### Floorplan with the power grid, run 1

(2 px per um) Pins as bars on the die edge. Tap cells in gray.
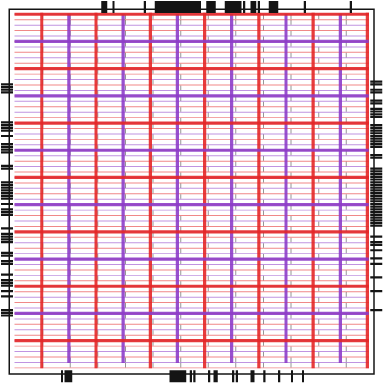
### Routing congestion map, run 1

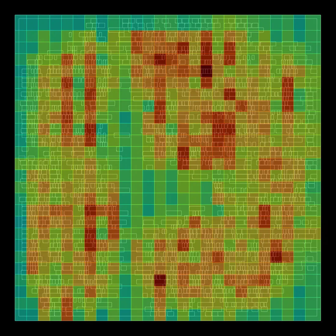
### Cell classes on the final placement, run 1

(2 px per um) Fill, decap, tap and diode cells in gray.
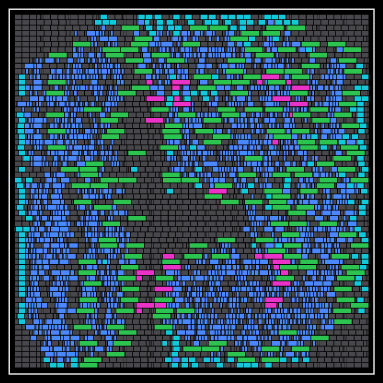
## config.mk

```make
export PLATFORM = sky130hd
export DESIGN_NAME = encoder_line_trigger
export DESIGN_NICKNAME = d
export VERILOG_FILES = /design/src/rtl/encoder_line_trigger.sv
export SDC_FILE = /design/constraint.sdc
export NUM_CORES = 1
export LEC_CHECK = 0
export ABC_AREA = 1
export CAP_MARGIN = 20
export CORE_MARGIN = 2
export CORE_UTILIZATION = 45
export DETAILED_ROUTE_END_ITERATION = 12
export PLACE_DENSITY = 0.71
export SLEW_MARGIN = 20
export SYNTH_ARGS = -nofsm -noshare
export SYNTH_HDL_FRONTEND = slang
export SYNTH_SLANG_ARGS = --single-unit
```

## constraint.sdc

```tcl
create_clock -name clk -period 6.25 [get_ports clk]
set_clock_uncertainty 0.1 [all_clocks]
set_input_delay 0.9375 -clock clk [delete_from_list [all_inputs] [get_ports clk]]
set_output_delay 0.9375 -clock clk [all_outputs]
set_load 0.02 [all_outputs]
```

## src/rtl/encoder_line_trigger.sv

```systemverilog
// Line-trigger source: quadrature encoder (sync, glitch filter, x4 decode, divider) or period timer,
// driving a fixed-width pulse generator with line, lost-trigger and position counters.
module encoder_line_trigger #(
    parameter int FILT_W = 8,
    parameter int DIV_W  = 16
) (
    input  logic              clk,
    input  logic              rst,
    input  logic              reg_line_trigger_en,
    input  logic              reg_trigger_mode,
    input  logic [31:0]       reg_timer_period,
    input  logic [DIV_W-1:0]  reg_encoder_div,
    input  logic              reg_encoder_dir,
    input  logic [FILT_W-1:0] reg_filter_len,
    input  logic [31:0]       reg_line_trigger_width,
    input  logic              reg_line_trigger_polar,
    input  logic              reg_pos_clr,
    input  logic              encoder_a,
    input  logic              encoder_b,
    output logic              line_trigger,
    output logic [31:0]       reg_line_trigger_cnt,
    output logic [15:0]       reg_line_trigger_lost,
    output logic [31:0]       encoder_pos,
    output logic              encoder_err
);
    localparam logic [FILT_W-1:0]       FILT_ZERO = {FILT_W{1'b0}};
    localparam logic [FILT_W-1:0]       FILT_ONE  = {{(FILT_W-1){1'b0}}, 1'b1};
    localparam logic signed [DIV_W:0]   ACC_ZERO  = {(DIV_W+1){1'b0}};
    localparam logic signed [DIV_W:0]   ACC_ONE   = {{DIV_W{1'b0}}, 1'b1};
    localparam logic signed [DIV_W:0]   ACC_MIN   = {1'b1, {DIV_W{1'b0}}};

    // Maps a Gray-coded {A,B} pair onto its position in the forward cycle 00->01->11->10.
    function automatic logic [1:0] f_phase(input logic [1:0] ab);
        logic [1:0] ph;
        case (ab)
            2'b00:   ph = 2'd0;
            2'b01:   ph = 2'd1;
            2'b11:   ph = 2'd2;
            default: ph = 2'd3;
        endcase
        return ph;
    endfunction

    logic [1:0]              r_a_sync;
    logic [1:0]              r_b_sync;
    logic [1:0]              w_sync;
    logic [1:0]              r_filt;
    logic [1:0]              r_filt_d;
    logic [FILT_W-1:0]       r_fcnt [2];
    logic [1:0]              w_delta;
    logic                    w_fwd;
    logic                    w_rev;
    logic                    w_ill;
    logic [31:0]             r_pos;
    logic                    r_err;
    logic                    r_mode_d;
    logic                    w_mode_chg;
    logic                    w_cnt_step;
    logic                    w_opp_step;
    logic signed [DIV_W:0]   r_acc;
    logic signed [DIV_W:0]   w_acc_nxt;
    logic signed [DIV_W:0]   w_acc_inc;
    logic signed [DIV_W:0]   w_acc_tgt;
    logic                    w_div_hit;
    logic [31:0]             r_tmr;
    logic [31:0]             w_tmr_nxt;
    logic [31:0]             w_period_m1;
    logic                    w_tmr_hit;
    logic                    w_req_nxt;
    logic                    r_req;
    logic [31:0]             r_pulse_cnt;
    logic [31:0]             w_width_ld;
    logic                    w_pulse_busy;
    logic [31:0]             r_line_cnt;
    logic [15:0]             r_lost;
    logic                    r_line;

    // Two-flop synchronisers for the asynchronous encoder pins.
    always_ff @(posedge clk or posedge rst) begin
        if (rst) begin
            r_a_sync <= 2'b00;
            r_b_sync <= 2'b00;
        end else begin
            r_a_sync <= {r_a_sync[0], encoder_a};
            r_b_sync <= {r_b_sync[0], encoder_b};
        end
    end

    assign w_sync = {r_a_sync[1], r_b_sync[1]};

    // Per-pin glitch filter: output follows only after len+1 consecutive differing samples.
    always_ff @(posedge clk or posedge rst) begin
        if (rst) begin
            r_filt    <= 2'b00;
            r_fcnt[0] <= FILT_ZERO;
            r_fcnt[1] <= FILT_ZERO;
        end else begin
            for (int i = 0; i < 2; i++) begin
                if (w_sync[i] != r_filt[i]) begin
                    if (r_fcnt[i] >= reg_filter_len) begin
                        r_filt[i] <= w_sync[i];
                        r_fcnt[i] <= FILT_ZERO;
                    end else begin
                        r_fcnt[i] <= r_fcnt[i] + FILT_ONE;
                    end
                end else begin
                    r_fcnt[i] <= FILT_ZERO;
                end
            end
        end
    end

    assign w_delta = f_phase(r_filt) - f_phase(r_filt_d);
    assign w_fwd   = (w_delta == 2'd1);
    assign w_rev   = (w_delta == 2'd3);
    assign w_ill   = (w_delta == 2'd2);

    // Position counter runs independently of enable/mode; clear takes priority over a step.
    always_ff @(posedge clk or posedge rst) begin
        if (rst) begin
            r_filt_d <= 2'b00;
            r_pos    <= 32'd0;
            r_err    <= 1'b0;
        end else begin
            r_filt_d <= r_filt;
            if (reg_pos_clr) begin
                r_pos <= 32'd0;
            end else if (w_fwd) begin
                r_pos <= r_pos + 32'd1;
            end else if (w_rev) begin
                r_pos <= r_pos - 32'd1;
            end
            if (!reg_line_trigger_en) begin
                r_err <= 1'b0;
            end else if (w_ill) begin
                r_err <= 1'b1;
            end
        end
    end

    assign w_mode_chg  = (reg_trigger_mode != r_mode_d);
    assign w_cnt_step  = reg_encoder_dir ? w_rev : w_fwd;
    assign w_opp_step  = reg_encoder_dir ? w_fwd : w_rev;
    assign w_acc_tgt   = (reg_encoder_div == {DIV_W{1'b0}}) ? ACC_ONE : {1'b0, reg_encoder_div};
    assign w_acc_inc   = r_acc + ACC_ONE;
    assign w_period_m1 = reg_timer_period - 32'd1;

    // Divider: opposite steps pull the accumulator negative so backlash must be undone first.
    always_comb begin
        w_acc_nxt = r_acc;
        w_div_hit = 1'b0;
        if (!reg_line_trigger_en || !reg_trigger_mode || w_mode_chg) begin
            w_acc_nxt = ACC_ZERO;
        end else if (w_cnt_step) begin
            if (w_acc_inc >= w_acc_tgt) begin
                w_acc_nxt = ACC_ZERO;
                w_div_hit = 1'b1;
            end else begin
                w_acc_nxt = w_acc_inc;
            end
        end else if (w_opp_step && (r_acc != ACC_MIN)) begin
            w_acc_nxt = r_acc - ACC_ONE;
        end else begin
            w_acc_nxt = r_acc;
        end
    end

    // Period timer: request on the last count of each period, zero period never fires.
    always_comb begin
        w_tmr_nxt = r_tmr;
        w_tmr_hit = 1'b0;
        if (!reg_line_trigger_en || reg_trigger_mode || w_mode_chg ||
            (reg_timer_period == 32'd0)) begin
            w_tmr_nxt = 32'd0;
        end else if (r_tmr >= w_period_m1) begin
            w_tmr_nxt = 32'd0;
            w_tmr_hit = 1'b1;
        end else begin
            w_tmr_nxt = r_tmr + 32'd1;
        end
    end

    assign w_req_nxt = reg_line_trigger_en & (reg_trigger_mode ? w_div_hit : w_tmr_hit);

    // Source state and the registered trigger request.
    always_ff @(posedge clk or posedge rst) begin
        if (rst) begin
            r_mode_d <= 1'b0;
            r_acc    <= ACC_ZERO;
            r_tmr    <= 32'd0;
            r_req    <= 1'b0;
        end else begin
            r_mode_d <= reg_trigger_mode;
            r_acc    <= w_acc_nxt;
            r_tmr    <= w_tmr_nxt;
            r_req    <= w_req_nxt;
        end
    end

    assign w_width_ld   = (reg_line_trigger_width == 32'd0) ? 32'd1 : reg_line_trigger_width;
    assign w_pulse_busy = (r_pulse_cnt != 32'd0);

    // Pulse generator: a request arriving while a pulse runs is dropped and counted as lost.
    always_ff @(posedge clk or posedge rst) begin
        if (rst) begin
            r_pulse_cnt <= 32'd0;
            r_line_cnt  <= 32'd0;
            r_lost      <= 16'd0;
        end else if (!reg_line_trigger_en) begin
            r_pulse_cnt <= 32'd0;
        end else if (r_req && !w_pulse_busy) begin
            r_pulse_cnt <= w_width_ld;
            r_line_cnt  <= r_line_cnt + 32'd1;
        end else begin
            if (w_pulse_busy) begin
                r_pulse_cnt <= r_pulse_cnt - 32'd1;
            end
            if (r_req && (r_lost != 16'hFFFF)) begin
                r_lost <= r_lost + 16'd1;
            end
        end
    end

    // Output stage: idles at the polarity level, goes idle on the first cycle of disable.
    always_ff @(posedge clk or posedge rst) begin
        if (rst) begin
            r_line <= 1'b0;
        end else if (reg_line_trigger_en) begin
            r_line <= w_pulse_busy ^ reg_line_trigger_polar;
        end else begin
            r_line <= reg_line_trigger_polar;
        end
    end

    assign line_trigger          = r_line;
    assign reg_line_trigger_cnt  = r_line_cnt;
    assign reg_line_trigger_lost = r_lost;
    assign encoder_pos           = r_pos;
    assign encoder_err           = r_err;

endmodule
```

==> summary.json, run 1 <==
{
  "synth.net_count": {"value": 2154},
  "r2r_setup_slack": {"value": 1770, "unit": "ps"},
  "gp_routability_congestion": {"value": 0.9034},
  "start_kind": {"value": "primary input"},
  "cp.required": {"value": 6500, "unit": "ps"},
  "cp_num_buf_inv": {"value": 2},
  "vias": {"value": 13510},
  "htree_num_levels": {"value": 4},
  "netlist_instances": {"value": 1946},
  "hold_path.class": {"value": "flop to flop"},
  "critical_path.reg2reg.endpoint": {"value": "encoder_pos[30]$_DFFE_PP0P_"},
  "max-cap-violations": {"value": 0},
  "yosys-stat-cells": {"value": 1946},
  "nFillCells": {"value": 2942},
  "chipArea": {"value": 33000, "unit": "um2"},
  "length_of_the_first_detailed_routing_pass_in_iterations": {"value": 5},
  "grt_most_used_layer": {"value": "met2"},
  "tightestPinTransition": {"value": 927.8, "unit": "ps"},
  "synth-warning-count": {"value": 0},
  "ff_count": {"value": 189},
  "layout.clock_buffers": {"value": 18},
  "synth_area": {"value": 14200, "unit": "um2"},
  "postRouteWirelength": {"value": 36720, "unit": "um"},
  "met2_length": {"value": 17060, "unit": "um"},
  "comb_area_share": {"value": 0.4936},
  "cts_tree": {"value": "done"},
  "grtUsageMet3": {"value": 0.03149},
  "worst_reg_to_reg_path_cell_count": {"value": 19},
  "area_growth_from_synthesis_to_layout": {"value": 19.74, "unit": "%"},
  "tap_cells": {"value": 402},
  "tns": {"value": 0, "unit": "ps"},
  "via_per_inst": {"value": 5.317},
  "cell_by_cell_listing_of_the_critical_path": {"value": "clkdlybuf4s50_1 -> nor2_1 -> nand2_1 -> nor3_1 -> nor3b_2 -> nand3_1 -> nor2_1 -> nand3_1 -> nor2_1 -> xnor2_1 -> ha_1 -> a21oi_1 -> o21ai_0 -> a21oi_1 -> o21a_1 -> nand4_1 -> buf_4 -> nor3b_1"},
  "period_needed": {"value": 4820, "unit": "ps"},
  "dr_wl_met3": {"value": 1835, "unit": "um"},
  "setup_ws": {"value": 1430, "unit": "ps"},
  "slowest_delay": {"value": 550, "unit": "ps"},
  "post_cts.resized_instances": {"value": 0},
  "clock.latency.late_pin": {"value": 440, "unit": "ps"},
  "layout.non_clock_inverters": {"value": 257},
  "worst_path_dominant_cell_family": {"value": "simple AND/OR/NAND/NOR gates"},
  "highest_layer": {"value": "met5"},
  "report.final.hold_viol_count": {"value": 0},
  "pre_cts_slack": {"value": 956.5, "unit": "ps"},
  "layout.cells.most_common": {"value": "sky130_fd_sc_hd__nand2_1"},
  "end_kind": {"value": "flop"},
  "cell_type_count": {"value": 60},
  "r2r_start": {"value": "r_filt[0]$_DFFE_PP0P_"},
  "final_min_period_over_clock_period": {"value": 0.7712},
  "place.port_buffers": {"value": 178},
  "placedCellCount": {"value": 2505},
  "synth-area-yosys": {"value": 14200, "unit": "um2"},
  "layout.nonclk_buf_frac": {"value": 0.1070},
  "num_io_pins": {"value": 179},
  "sequential_cell_area_share": {"value": 0.2781},
  "post_cts_buffers": {"value": 0},
  "detailedRoute.firstIterationViolations": {"value": 1059},
  "die_x_extent": {"value": 181.7, "unit": "um"},
  "globalRoute.totalOverflow": {"value": 0},
  "power": {"value": 8351, "unit": "uW"},
  "antennaDiodeCount": {"value": 3},
  "cts.reportedPaths.clkPinSlew": {"value": 70, "unit": "ps"},
  "cellLeakagePower": {"value": 0.008135, "unit": "uW"},
  "rsz0062_at_grt": {"value": "false"},
  "cts_hold_buffers": {"value": 0},
  "status": {"value": "finished clean"},
  "clockNetworkAreaShare": {"value": 0.03414},
  "floorplan.die.height": {"value": 181.7, "unit": "um"},
  "initial_utilization": {"value": 0.4536},
  "largestClassByArea": {"value": "logic gates"},
  "gr-usage-all-layers": {"value": 0.2245},
  "seq_area_frac_synth": {"value": 0.3330},
  "coreArea": {"value": 31310, "unit": "um2"},
  "cp-startpoint": {"value": "reg_timer_period[2]"},
  "tritoncts_num_sinks": {"value": 189},
  "slowest_stage": {"value": "sky130_fd_sc_hd__nand4_1"},
  "critPathArrivalTime": {"value": 5070, "unit": "ps"},
  "area.sequential": {"value": 4730, "unit": "um2"},
  "hpwl": {"value": 28540, "unit": "um"},
  "postSynth.asyncResetShare": {"value": 1.000},
  "global_route_wire_length_before_repair": {"value": 61310, "unit": "um"},
  "multi_input_logic_area": {"value": 8394, "unit": "um2"},
  "met2_track_usage_gr": {"value": 0.3798},
  "n_all_buffers": {"value": 183},
  "final_cell_mix": {"value": "402 x sky130_fd_sc_hd__nand2_1, 264 x sky130_fd_sc_hd__nor2_1, 250 x sky130_fd_sc_hd__inv_1, 189 x sky130_fd_sc_hd__dfrtp_1, 178 x sky130_fd_sc_hd__clkdlybuf4s50_1"},
  "fin_nets": {"value": 2330}
}
Notes on 'Floorplan with the power grid' above:
| color | net |
|---|---|
| purple | VDD |
| red | VSS |
rows: 65
met1 rails: 66

Notes on 'Routing congestion map' above:
routed length per placed instance: 14.46 um
M1 GR Usage: 0.3009

Notes on 'Cell classes on the final placement' above:
| color | class | cells |
|---|---|---|
| magenta | clock drivers and dummy loads | 32 |
| green | flip-flops | 189 |
| blue | all other logic | 1,731 |
| cyan | other buffers and delay cells | 183 |
Util after Layout: 0.5431
Row Count: 65

run 1: synth_stat cells (4+ instances only):
master / n / area, um2
sky130_fd_sc_hd__o22ai_1: 13 / 81.33
sky130_fd_sc_hd__clkbuf_1: 18 / 67.56
sky130_fd_sc_hd__nand2_1: 402 / 1509
sky130_fd_sc_hd__nand2_2: 8 / 50.05
sky130_fd_sc_hd__nand4_1: 44 / 275.3
sky130_fd_sc_hd__nand3_1: 80 / 400.4
sky130_fd_sc_hd__inv_1: 251 / 942.2
sky130_fd_sc_hd__mux2_2: 10 / 112.6
sky130_fd_sc_hd__nor2_1: 265 / 994.7
sky130_fd_sc_hd__nor2_2: 9 / 56.30
sky130_fd_sc_hd__or2_2: 7 / 43.79
sky130_fd_sc_hd__ha_1: 110 / 1376
sky130_fd_sc_hd__xnor2_1: 55 / 481.7
sky130_fd_sc_hd__a211oi_1: 12 / 90.09
sky130_fd_sc_hd__o21ai_1: 4 / 20.02
sky130_fd_sc_hd__o21bai_1: 7 / 52.55
sky130_fd_sc_hd__buf_2: 5 / 25.02
sky130_fd_sc_hd__a21oi_1: 91 / 455.4
sky130_fd_sc_hd__nor3_1: 64 / 320.3
sky130_fd_sc_hd__a32oi_1: 4 / 35.03
sky130_fd_sc_hd__nor4_1: 30 / 187.7
sky130_fd_sc_hd__inv_2: 5 / 18.77
sky130_fd_sc_hd__o21ai_0: 115 / 575.6
sky130_fd_sc_hd__a31oi_1: 8 / 50.05
sky130_fd_sc_hd__dfrtp_1: 189 / 4730
sky130_fd_sc_hd__o21a_1: 4 / 30.03
sky130_fd_sc_hd__xor2_1: 74 / 648.1
sky130_fd_sc_hd__nor3_2: 7 / 70.07
sky130_fd_sc_hd__o211ai_1: 6 / 45.04
run 1: per-stage QoR:
stage | hold slack, ps | util
after floorplan | 231.2 | -
after global routing | 278.2 | 0.5430
after CTS | 259.5 | 0.5429
final | 258.0 | 0.5431
after detailed placement | 247.2 | 0.5244
after global placement | 243.6 | 0.5244
run 1: report_power, final:
group | total, uW | switching (uW) | internal (uW)
sequential | 1700 | 236 | 1460
combinational | 5570 | 3680 | 1900
clock | 1080 | 543 | 535
run 1: cell families (layout without fill, tap and decap cells):
family	after synthesis	count (layout)	share of synthesized area
adder cells (fa/ha/maj)	111	111	0.09832
buffers and inverters	283	472	0.07612
flip-flops	189	189	0.3330
AND/OR/NAND/NOR	938	938	0.2906
AND-OR/OR-AND	286	286	0.1144
multiplexers	10	10	0.007929
XOR/XNOR	129	129	0.07955
other	0	3	0
run 1: worst min path at each step:
stage | from | endpoint | slack, ps
3_3_place_gp | r_b_sync[0]$_DFF_PP0_ | r_b_sync[1]$_DFF_PP0_ | 240
2_1_floorplan | r_a_sync[0]$_DFF_PP0_ | r_a_sync[1]$_DFF_PP0_ | 230
5_1_grt | r_b_sync[0]$_DFF_PP0_ | r_b_sync[1]$_DFF_PP0_ | 280
3_5_place_dp | r_b_sync[0]$_DFF_PP0_ | r_b_sync[1]$_DFF_PP0_ | 250
6_report | r_b_sync[0]$_DFF_PP0_ | r_b_sync[1]$_DFF_PP0_ | 260
4_1_cts | r_b_sync[0]$_DFF_PP0_ | r_b_sync[1]$_DFF_PP0_ | 260
--- run 2 (diff from run 1) ---
--- a/config.mk
+++ b/config.mk
@@ -10,7 +10,7 @@
 export CORE_MARGIN = 2
 export CORE_UTILIZATION = 45
 export DETAILED_ROUTE_END_ITERATION = 12
-export PLACE_DENSITY = 0.71
+export PLACE_DENSITY = 0.68
 export SLEW_MARGIN = 20
 export SYNTH_ARGS = -nofsm -noshare
 export SYNTH_HDL_FRONTEND = slang
==> constraint.sdc (replaced) <==
create_clock -name clk -period 4.8 [get_ports clk]
set_clock_uncertainty 0.1 [all_clocks]
set_input_delay 0.72 -clock clk [delete_from_list [all_inputs] [get_ports clk]]
set_output_delay 0.72 -clock clk [all_outputs]
set_load 0.02 [all_outputs]
==> summary.json, run 2 <==
{
  "chipArea": {"value": 33000, "unit": "um2"},
  "cp_max_fo": {"value": 26},
  "tns": {"value": 0, "unit": "ps"},
  "cell_type_count": {"value": 60},
  "final_min_period_over_clock_period": {"value": 0.8675},
  "netlist_top_cells_area": {"value": "sky130_fd_sc_hd__dfrtp_1 33%, sky130_fd_sc_hd__nand2_1 11%, sky130_fd_sc_hd__ha_1 9.7%, sky130_fd_sc_hd__nor2_1 7.0%, sky130_fd_sc_hd__inv_1 6.6%"},
  "postRouteWirelength": {"value": 36980, "unit": "um"},
  "status": {"value": "finished clean"},
  "hpwl": {"value": 28950, "unit": "um"},
  "cp.required": {"value": 5050, "unit": "ps"},
  "num_io_pins": {"value": 179},
  "worst-setup-path-type": {"value": "primary input to flop"},
  "via_per_inst": {"value": 5.268},
  "postSynth.asyncResetShare": {"value": 1.000},
  "grt_start_max_net_pins": {"value": 73},
  "netlist_instances": {"value": 1946},
  "yosys.area.top_type": {"value": "sky130_fd_sc_hd__dfrtp_1"},
  "initial_utilization": {"value": 0.4536},
  "layout.cells.most_common": {"value": "sky130_fd_sc_hd__nand2_1"},
  "htree_num_levels": {"value": 4},
  "synthFlopType": {"value": "sky130_fd_sc_hd__dfrtp_1"},
  "max_slew_headroom": {"value": 0.4849},
  "place.port_buffers": {"value": 178},
  "routedWlPerCell": {"value": 14.52, "unit": "um"},
  "synth-area-yosys": {"value": 14200, "unit": "um2"},
  "yosys_register_bits": {"value": 189},
  "max-cap-violations": {"value": 0},
  "hold_path.class": {"value": "flop to flop"},
  "cts_hold_buffers": {"value": 0},
  "worst_reg_to_reg_path_cell_count": {"value": 22},
  "met2_track_usage_gr": {"value": 0.3648},
  "cts.reportedPaths.clkPinSlew": {"value": 70, "unit": "ps"},
  "post_cts.resized_instances": {"value": 0},
  "end_kind": {"value": "flop"},
  "global_route_wire_length_before_repair": {"value": 61010, "unit": "um"},
  "yosysMostFrequentCell": {"value": "sky130_fd_sc_hd__nand2_1"},
  "ctsLongestPathBuffers": {"value": 2},
  "cts_tree": {"value": "done"},
  "gr-usage-all-layers": {"value": 0.2258},
  "grt_most_used_layer": {"value": "met2"},
  "cp-startpoint": {"value": "reg_timer_period[0]"},
  "power": {"value": 11180, "unit": "uW"},
  "common_cells": {"value": "402 x sky130_fd_sc_hd__nand2_1, 265 x sky130_fd_sc_hd__nor2_1, 251 x sky130_fd_sc_hd__inv_1"},
  "fin_nets": {"value": 2338},
  "coreArea": {"value": 31310, "unit": "um2"},
  "cellLeakagePower": {"value": 0.008236, "unit": "uW"},
  "synth-warning-count": {"value": 0},
  "synth.net_count": {"value": 2154},
  "rsz0062_at_grt": {"value": "false"},
  "post_cts_buffers": {"value": 0},
  "tritoncts_num_sinks": {"value": 189},
  "final_cell_mix": {"value": "402 x sky130_fd_sc_hd__nand2_1, 264 x sky130_fd_sc_hd__nor2_1, 250 x sky130_fd_sc_hd__inv_1, 189 x sky130_fd_sc_hd__dfrtp_1, 178 x sky130_fd_sc_hd__clkdlybuf4s50_1"},
  "slew_viol_final": {"value": 0},
  "floorplan.die.height": {"value": 181.7, "unit": "um"},
  "length_of_the_first_detailed_routing_pass_in_iterations": {"value": 6},
  "synth.top_cell.area_share": {"value": 0.3330},
  "start_kind": {"value": "primary input"},
  "count_of_flip_flops_with_a_built_in_enable_after_synthesis": {"value": 0},
  "timing.hold.worst.start": {"value": "r_a_sync[0]$_DFF_PP0_"},
  "floorplan.rows": {"value": 65},
  "synth_area": {"value": 14200, "unit": "um2"},
  "global_route.usage.met1": {"value": 0.3095},
  "period_needed": {"value": 4164, "unit": "ps"},
  "vias": {"value": 13420},
  "globalRoute.totalOverflow": {"value": 0},
  "yosys-stat-cells": {"value": 1946},
  "detailedRoute.firstIterationViolations": {"value": 798},
  "tightestPinTransition": {"value": 765.7, "unit": "ps"},
  "grtUsageMet3": {"value": 0.03931},
  "critPathArrivalTime": {"value": 4410, "unit": "ps"},
  "r2r_start": {"value": "r_filt[0]$_DFFE_PP0P_"},
  "die_x_extent": {"value": 181.7, "unit": "um"},
  "area_growth_from_synthesis_to_layout": {"value": 21.07, "unit": "%"},
  "report.final.hold_viol_count": {"value": 0},
  "number_of_remaining_drc_errors": {"value": 0},
  "gp_routability_congestion": {"value": 0.9161},
  "syn_avg_cell_area": {"value": 7.298, "unit": "um2"},
  "grt_pass1_vias": {"value": 12630},
  "seq_area_frac_synth": {"value": 0.3330}
}
-- run 2: final timing paths --
kind / slack (ps) / to
max: 640 / r_tmr[2]$_DFF_PP0_
min: 250 / r_a_sync[1]$_DFF_PP0_
max reg2reg: 940 / encoder_pos[24]$_DFFE_PP0P_
min reg2reg: 250 / r_a_sync[1]$_DFF_PP0_
max in group asynchronous: 3100 / r_acc[16]$_DFFE_PP0P_
min in group asynchronous: 530 / encoder_pos[11]$_DFFE_PP0P_
-- run 2: per-stage QoR --
stage | instances | worst slack [ps] | util | cell area (um2) | hold WS [ps]
after floorplan | 1946 | 1088 | - | 14210 | 231.2
after global placement | 2512 | 323.5 | 0.5267 | 16490 | 235.6
after detailed placement | 2512 | 169.5 | 0.5267 | 16490 | 241.8
after CTS | 2544 | 647.7 | 0.5484 | 17170 | 252.9
after global routing | 2545 | 81.49 | 0.5490 | 17190 | 272.3
final | 2547 | 636.2 | 0.5492 | 17200 | 249.4
-- run 2: power breakdown --
part / total [uW] / switching [uW] / leakage (uW) / internal, uW
combinational: 7320 / 4810 / 0.00536 / 2510
sequential: 2210 / 308 / 0.00255 / 1910
clock: 1650 / 677 / 0.000333 / 969
-- run 2: cell type report --
class                           count  area [um2]
Clock buffer                       19       452.9
Clock inverter                     13       225.2
Timing Repair Buffer              191        1917
Antenna cell                        2       5.005
Fill cell                        2950       14120
Tap cell                          402       503.0
Multi-Input combinational cell   1474        8394
Sequential cell                   189        4730
Inverter                          257       968.4
-- run 2: metal layers --
metal  routed length [um]  vias to the layer above
met1                17280                     6210
met5                   34                        -
li1                     -                     6809
met3                 2208                       51
met4                  744                        6
met2                16710                      342
-- run 2: critical path, cell delays in order --
cell,delay [ps]
sky130_fd_sc_hd__clkdlybuf4s50_1,390
sky130_fd_sc_hd__inv_1,130
sky130_fd_sc_hd__ha_1,210
sky130_fd_sc_hd__inv_1,70
sky130_fd_sc_hd__nor2_1,190
sky130_fd_sc_hd__nand2_1,110
sky130_fd_sc_hd__nor2_1,240
sky130_fd_sc_hd__and3_1,210
sky130_fd_sc_hd__nand3_1,100
sky130_fd_sc_hd__nor4_1,280
sky130_fd_sc_hd__xor2_1,170
sky130_fd_sc_hd__inv_1,60
sky130_fd_sc_hd__ha_1,280
sky130_fd_sc_hd__nand2_1,110
sky130_fd_sc_hd__o21ai_0,90
sky130_fd_sc_hd__a21oi_1,140
sky130_fd_sc_hd__o21a_1,150
sky130_fd_sc_hd__nand4_1,280
sky130_fd_sc_hd__buf_12,270
sky130_fd_sc_hd__nor3b_1,200
-- run 2: cell families after synthesis --
family / after synthesis / synth area share
buffers and inverters: 283 / 0.07612
XOR/XNOR: 129 / 0.07955
AND-OR/OR-AND: 286 / 0.1144
AND/OR/NAND/NOR: 938 / 0.2906
flip-flops: 189 / 0.3330
multiplexers: 10 / 0.007929
adder cells (fa/ha/maj): 111 / 0.09832
### Routed clock nets over the placement, run 2

(2 px per um)
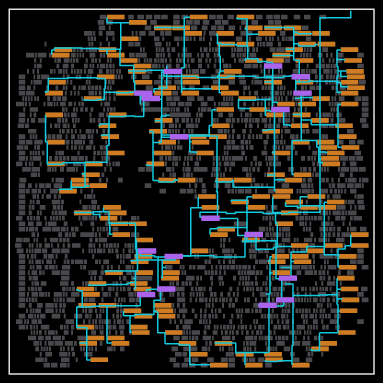
[orange] flip-flops | count: 189
[purple] cells driving clock nets | count: 17
[cyan] clock wires | length: 2,680 um
flops lie: widely spread
routed clock nets: 18
clock group total power: 1650 uW
clock insertion delay at the later pin of the skew report: 440 ps
Clock Power Share: 0.147

--- run 3 (diff from run 2) ---
--- a/config.mk
+++ b/config.mk
@@ -10,7 +10,8 @@
 export CORE_MARGIN = 2
 export CORE_UTILIZATION = 45
 export DETAILED_ROUTE_END_ITERATION = 12
-export PLACE_DENSITY = 0.68
+export DONT_BUFFER_PORTS = 1
+export PLACE_DENSITY = 0.61
 export SLEW_MARGIN = 20
 export SYNTH_ARGS = -nofsm -noshare
 export SYNTH_HDL_FRONTEND = slang
==> summary.json, run 3 <==
{
  "critPathArrivalTime": {"value": 4300, "unit": "ps"},
  "netlist_top_cells_area": {"value": "sky130_fd_sc_hd__dfrtp_1 33%, sky130_fd_sc_hd__nand2_1 11%, sky130_fd_sc_hd__ha_1 9.7%, sky130_fd_sc_hd__nor2_1 7.0%, sky130_fd_sc_hd__inv_1 6.6%"},
  "cts.reportedPaths.clkPinSlew": {"value": 80, "unit": "ps"},
  "globalRoute.totalOverflow": {"value": 0},
  "final_cell_mix": {"value": "402 x sky130_fd_sc_hd__nand2_1, 264 x sky130_fd_sc_hd__nor2_1, 250 x sky130_fd_sc_hd__inv_1, 189 x sky130_fd_sc_hd__dfrtp_1, 115 x sky130_fd_sc_hd__o21ai_0"},
  "floorplan.rows": {"value": 65},
  "r2r_setup_slack": {"value": 740, "unit": "ps"},
  "cp_max_fo": {"value": 20},
  "floorplan.die.height": {"value": 181.7, "unit": "um"},
  "number_of_remaining_drc_errors": {"value": 0},
  "place_area": {"value": 14650, "unit": "um2"},
  "cell_type_count": {"value": 60},
  "critical_path.reg2reg.endpoint": {"value": "encoder_pos[25]$_DFFE_PP0P_"},
  "simple_gate_area_share_of_the_yosys_netlist": {"value": 0.2906},
  "grt_start_max_net_pins": {"value": 80},
  "end_kind": {"value": "flop"},
  "grt_pass1_vias": {"value": 12150},
  "period_needed": {"value": 4062, "unit": "ps"},
  "length_of_the_first_detailed_routing_pass_in_iterations": {"value": 5},
  "synthFlopType": {"value": "sky130_fd_sc_hd__dfrtp_1"},
  "common_cells": {"value": "402 x sky130_fd_sc_hd__nand2_1, 265 x sky130_fd_sc_hd__nor2_1, 251 x sky130_fd_sc_hd__inv_1"},
  "gr-usage-all-layers": {"value": 0.2298},
  "yosys-stat-cells": {"value": 1946},
  "post_cts_buffers": {"value": 0},
  "place.port_buffers": {"value": 0},
  "worst_path_dominant_cell_family": {"value": "AND-OR/OR-AND gates"},
  "power_report.internal_total": {"value": 4884, "unit": "uW"},
  "final_min_period_over_clock_period": {"value": 0.8462},
  "net_sw_power": {"value": 5787, "unit": "uW"},
  "slowest_delay": {"value": 460, "unit": "ps"},
  "count_of_flip_flops_with_a_built_in_enable_after_synthesis": {"value": 0},
  "chipArea": {"value": 33000, "unit": "um2"},
  "xor_share": {"value": 0.07955},
  "switching_share_of_power": {"value": 0.5423},
  "synth.net_count": {"value": 2154},
  "synth-area-yosys": {"value": 14200, "unit": "um2"},
  "fin_nets": {"value": 2153},
  "top_logic_kind": {"value": "simple AND/OR/NAND/NOR gates"},
  "netlist_instances": {"value": 1946},
  "placedCellCount": {"value": 2328},
  "postLayoutCellArea": {"value": 15260, "unit": "um2"},
  "report.final.hold_viol_count": {"value": 0},
  "utilization": {"value": 0.4874},
  "yosysMostFrequentCell": {"value": "sky130_fd_sc_hd__nand2_1"},
  "power": {"value": 10670, "unit": "uW"},
  "tns": {"value": 0, "unit": "ps"},
  "max_slew_headroom": {"value": 0.3410},
  "cts_hold_buffers": {"value": 0},
  "yosys-mux-area-fraction": {"value": 0.007929},
  "power.clock.fraction": {"value": 0.137},
  "cellLeakagePower": {"value": 0.007482, "unit": "uW"},
  "die_x_extent": {"value": 181.7, "unit": "um"},
  "cell_by_cell_listing_of_the_critical_path": {"value": "inv_1 -> ha_1 -> ha_1 -> inv_1 -> nor2_1 -> inv_1 -> nand2_1 -> nand2_1 -> nand3_2 -> ha_1 -> nand2_1 -> nand2_1 -> o21ai_0 -> o21ai_0 -> inv_1 -> o21ai_0 -> nand4_1 -> nand3_1 -> nand2_1 -> nand2_1 -> o21ai_0"},
  "layout.cells.most_common": {"value": "sky130_fd_sc_hd__nand2_1"},
  "slew_viol_final": {"value": 0},
  "status": {"value": "finished clean"},
  "worst_path_most_repeated_cell": {"value": "sky130_fd_sc_hd__nand2_1"},
  "gp_routability_congestion": {"value": 0.9115},
  "hold_path.class": {"value": "primary input to async pin"},
  "hpwl": {"value": 28890, "unit": "um"},
  "tightestPinTransition": {"value": 984.9, "unit": "ps"},
  "antennaDiodeCount": {"value": 0},
  "area_growth_from_synthesis_to_layout": {"value": 7.444, "unit": "%"},
  "clock.latency.late_pin": {"value": 450, "unit": "ps"},
  "synth.top_cell.area_share": {"value": 0.3330},
  "worst_reg_to_reg_path_cell_count": {"value": 21},
  "r2r_start": {"value": "r_filt[0]$_DFFE_PP0P_"},
  "routedWlPerCell": {"value": 15.59, "unit": "um"},
  "syn_avg_cell_area": {"value": 7.298, "unit": "um2"},
  "htree_num_levels": {"value": 4},
  "combPwrFrac": {"value": 0.643},
  "ctsLongestPathBuffers": {"value": 2},
  "rsz0062_at_grt": {"value": "false"},
  "finalNonFillerCells": {"value": 2360},
  "coreArea": {"value": 31310, "unit": "um2"}
}
-- run 3: cell types whose count changed in the layout (fill, tap and decap cells not counted), moves of 2 or more --
cell                              delta
sky130_fd_sc_hd__clkdlybuf4s50_1   -178
sky130_fd_sc_hd__buf_4               -5
sky130_fd_sc_hd__bufinv_16           -5
sky130_fd_sc_hd__clkinv_8            +4
sky130_fd_sc_hd__clkinv_4            -3
sky130_fd_sc_hd__buf_12              -2
sky130_fd_sc_hd__clkinvlp_4          +2
sky130_fd_sc_hd__diode_2             -2
sky130_fd_sc_hd__inv_8               +2
-- run 3: worst max path at each step --
stage                                        to  slack (ps)                   from  cells after the start
floorplan                   r_tmr[27]$_DFF_PP0_        1090    reg_timer_period[0]                     18
global placement             r_tmr[6]$_DFF_PP0_         760    reg_timer_period[0]                     18
detailed placement           r_tmr[6]$_DFF_PP0_         680    reg_timer_period[0]                     18
CTS                 encoder_pos[25]$_DFFE_PP0P_         800  r_filt[0]$_DFFE_PP0P_                     21
global route              r_acc[12]$_DFFE_PP0P_         350  r_filt[0]$_DFFE_PP0P_                     17
finish              encoder_pos[25]$_DFFE_PP0P_         740  r_filt[0]$_DFFE_PP0P_                     21
-- run 3: final cells by class --
class / count / area (um2)
fillers: 3099 / 16050
multi-input cells: 1474 / 8394
flip-flops and latches: 189 / 4730
inverters: 257 / 968.4
well taps: 402 / 503.0
clock buffers: 18 / 439.2
clock inverters: 14 / 167.7
repair buffers: 6 / 57.56
-- run 3: kinds of logic (layout without fill, tap and decap cells) --
kind of cell	count (synthesis)	in the layout
AND-OR/OR-AND	286	286
XOR/XNOR	129	129
adder cells (fa/ha/maj)	111	111
buffers and inverters	283	295
flip-flops	189	189
multiplexers	10	10
AND/OR/NAND/NOR	938	938
-- run 3: stage by stage --
step	hold WS [ps]	worst slack, ps
2_1_floorplan	231.2	1088
3_3_place_gp	246.4	763.8
3_5_place_dp	238.6	681.8
4_1_cts	164.4	797.9
5_1_grt	160.2	345.5
6_report	170.7	738.3
-- run 3: power by group through the flow --
stage | Clock (uW) | Combinational (uW) | Sequential, uW
finish | 1460 | 6860 | 2350
global route | 1560 | 7970 | 2400
CTS | 1510 | 6820 | 2350
detailed placement | 0 | 6790 | 2380
global placement | 0 | 6700 | 2380
floorplan | 0 | 5350 | 2260
-- run 3: routing by layer --
metal  wire, um  GRT usage  vias to the layer above
met5          0          0                        -
met4        833    0.07805                        0
met3       1793    0.04573                       57
met2      16110     0.3525                      263
met1      18050     0.3241                     5808
li1           -          -                     6453
### Cell classes on the final placement, run 3

(2 px per um) Fill, decap, tap and diode cells in gray.
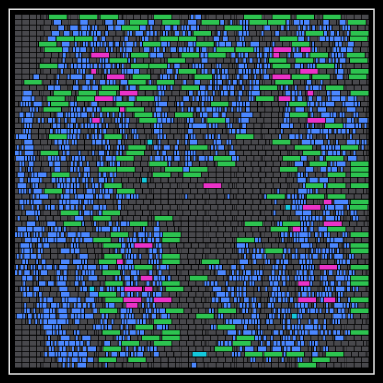
| color | class | cells |
|---|---|---|
| magenta | clock drivers and dummy loads | 32 |
| cyan | other buffers and delay cells | 6 |
| blue | all other logic | 1,731 |
| green | flip-flops | 189 |

Power and IR drop assume default switching activity.
